gates.png
Scale bar: 20 microns.
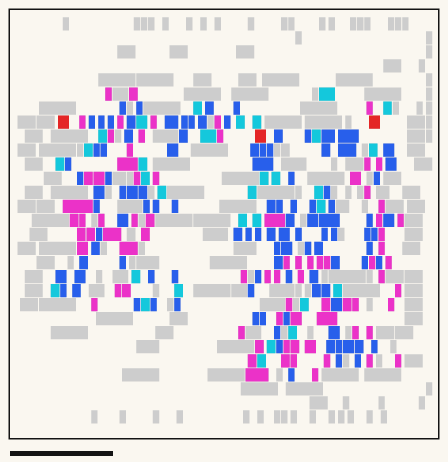
closeup.png
Scale bar: 10 microns. Region (29, 12) to (54, 37) microns. Cells in gray, sequential cells in the stronger gray; small squares are vias.
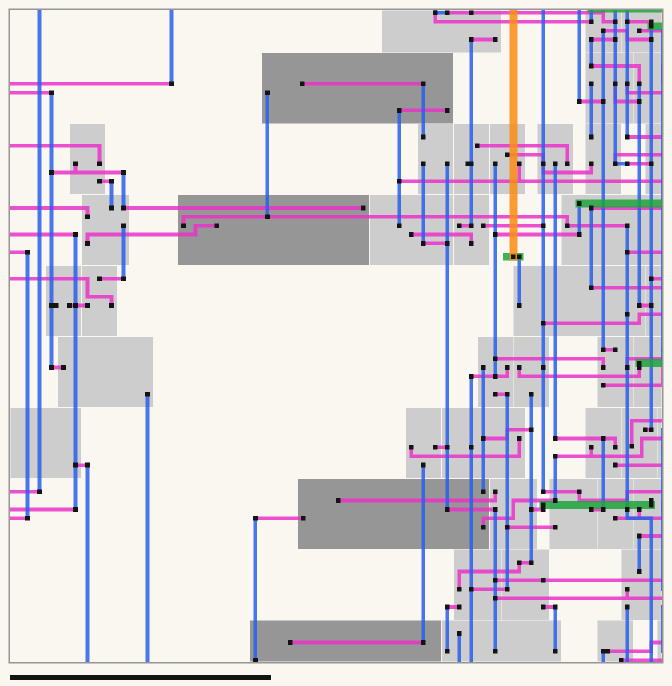
clock_wires.png
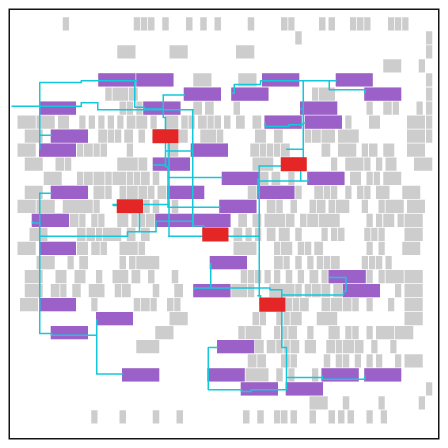
route_heat.png
The die is cut into 17 by 17 equal tiles; black is low, pale yellow is high, scaled to the fullest tile. Values are wire area over tile area, all layers added.
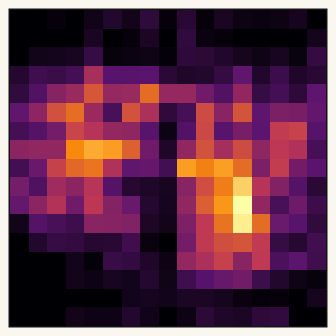
placed.png
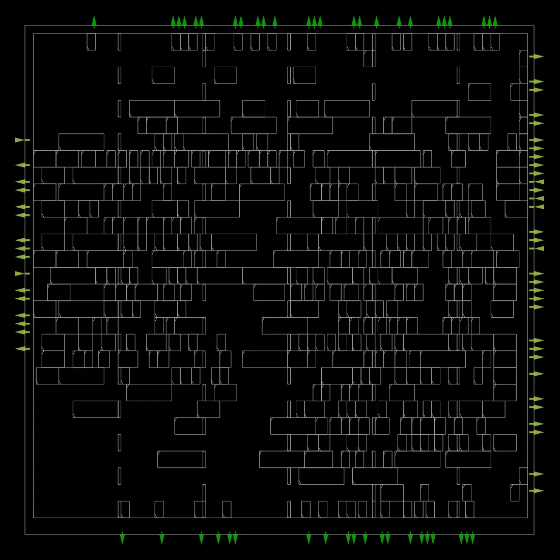
Design fft_res_buf_ctrl, sky130hd; sources not shown.
==> run notes <==
Flow results are below.

- The count of flip-flops with a built-in enable after synthesis is 0, for reference.
- The number of setup violations in the final report is 0, for reference.
- The commonest register cell is sky130_fd_sc_hd__dfxtp_1.
- The maximum number of pins on one net before global-route repair is 15, for reference.
- The vertical die size is 82.92 microns, for reference.
- The area growth from synthesis to layout is 15.53%, for reference.
- met1 track demand over resource after global routing is 21.24%.
- After synthesis, the share of flip-flops with an asynchronous set or reset is 0%.
- STA shows the worst reg2reg path with a cell count of 8.
- The worst-case max-slew headroom was logged as 49.65%.
- The cell area after technology mapping is 0.002554 sq mm, for reference.
- The layer flagged by global routing as most heavily used is met2.
- The endpoint required time on the critical path is 1980 ps, for reference.
- The run finished with clean final reports.
- The routability congestion estimate is 0.9428, for reference.
- The delay contributed by the slowest stage of the critical path is 620 ps, for reference.
- The number of antenna violations at the first check in global routing is 0, for reference.
- After detailed routing, the number of remaining DRC violations is 0.
- For met3 alone, demand over resource in global routing was 3.380%.
- The maximum buffer depth of the clock tree is 2, for reference.
- The critical path endpoint category is an output pin, for reference.
- Max-cap violations in this run came to 0.
- On the critical path, the stage with the largest delay is an instance of sky130_fd_sc_hd__clkdlybuf4s50_1.
- In this run the mean area of a mapped cell was 6.996 sq um.
- The number of failing hold endpoints at the final stage is 0, for reference.
- Note, the detailed placer reported a final HPWL of 4.213 mm.
- Setup slack closes at 107.1 ps.
## Picture notes: gates.png
| family | color | cells |
|---|---|---|
| and/or cells | red | 3 |
| aoi and oai cells | cyan | 31 |
| nand cells | blue | 108 |
| nor cells | magenta | 77 |
Post-Layout Cell Count: 492
share of the final layout cell area in multi-input gates: 45.04%
most instantiated logic cell after routing: sky130_fd_sc_hd__nand2_1

## Picture notes: closeup.png
| layer | color |
|---|---|
| M1 | magenta |
| M3 | green |
| M4 | orange |
| M2 | blue |
sequential cells in the window: 4
most frequent: nand2_1 (10), nor2_1 (7)
cells with their middle in the window: 41

## Picture notes: clock_wires.png
[flip-flops] purple | count: 40
[clock-net drivers] red | count: 5
[clock wires] cyan | length: 527 microns
routed clock nets: 6
clk latency late pin: 290 ps
post-route clock skew: 6.685 ps
clock network power: 0.507 mW
Clk pwr share: 36.5%

## Picture notes: route_heat.png
tiles over half the peak: 14%
mean over tiles: 0.13
emptiest ninth of the die: bottom left
nearly empty tiles: 16%
GRT Overall Usage: 16.08%
via count: 2,319
Post-Route WL: 5.509 mm
average wire length per cell after detail routing: 11.20 microns

## Picture notes: placed.png
tapcell count: 77
num sequential: 40
core footprint: 0.006350 sq mm
Final Core Density: 46.46%
sequential fraction of total cell area: 27.14%

==> area by class of cell <==
| type | count | area, sq um | share of cell area (%) |
|---|---|---|---|
| well taps | 77 | 96.34 | 3.265 |
| clock buffers | 6 | 82.58 | 2.799 |
| clock inverters | 2 | 10.01 | 0.3393 |
| repair buffers | 49 | 470.5 | 15.95 |
| flip-flops and latches | 40 | 800.8 | 27.14 |
| multi-input cells | 275 | 1329 | 45.04 |
| inverters | 43 | 161.4 | 5.471 |
==> cells by family (layout without fill, tap and decap cells) <==
group           after synthesis  count (layout)  synth area share [%]
fa+ha+maj                     3               3                 1.470
compound gates               31              31                 6.419
xor+xnor                      5               5                 1.715
flops                        40              40                 31.36
buf+inv                      97             100                 22.19
other cells                   1              48                0.1468
simple gates                188             188                 36.70
==> power by group <==
group	internal [mW]	total [mW]	leakage, nW	switching (mW)
logic	0.0276	0.149	0.812	0.121
registers	0.728	0.733	0.323	0.00476
clock network	0.250	0.507	0.0510	0.257
==> tightest hold or removal path: stages (launching register included) <==
cell and delay (ps):
sky130_fd_sc_hd__dfxtp_1 310, sky130_fd_sc_hd__inv_1 40, sky130_fd_sc_hd__a21oi_1 50
==> cell usage in the layout, fill, tap and decap left out, types with 8 or more instances in the layout <==
cell                              instances
sky130_fd_sc_hd__nand2_1                 63
sky130_fd_sc_hd__nor2_1                  51
sky130_fd_sc_hd__conb_1                  48
sky130_fd_sc_hd__dfxtp_1                 40
sky130_fd_sc_hd__inv_1                   35
sky130_fd_sc_hd__dlygate4sd3_1           30
sky130_fd_sc_hd__nand3_1                 24
sky130_fd_sc_hd__a21oi_1                 21
sky130_fd_sc_hd__nor3_1                  14
sky130_fd_sc_hd__clkdlybuf4s50_1         14
sky130_fd_sc_hd__nand4_1                  9
sky130_fd_sc_hd__inv_2                    8
Power is estimated from default activity; no workload was simulated.
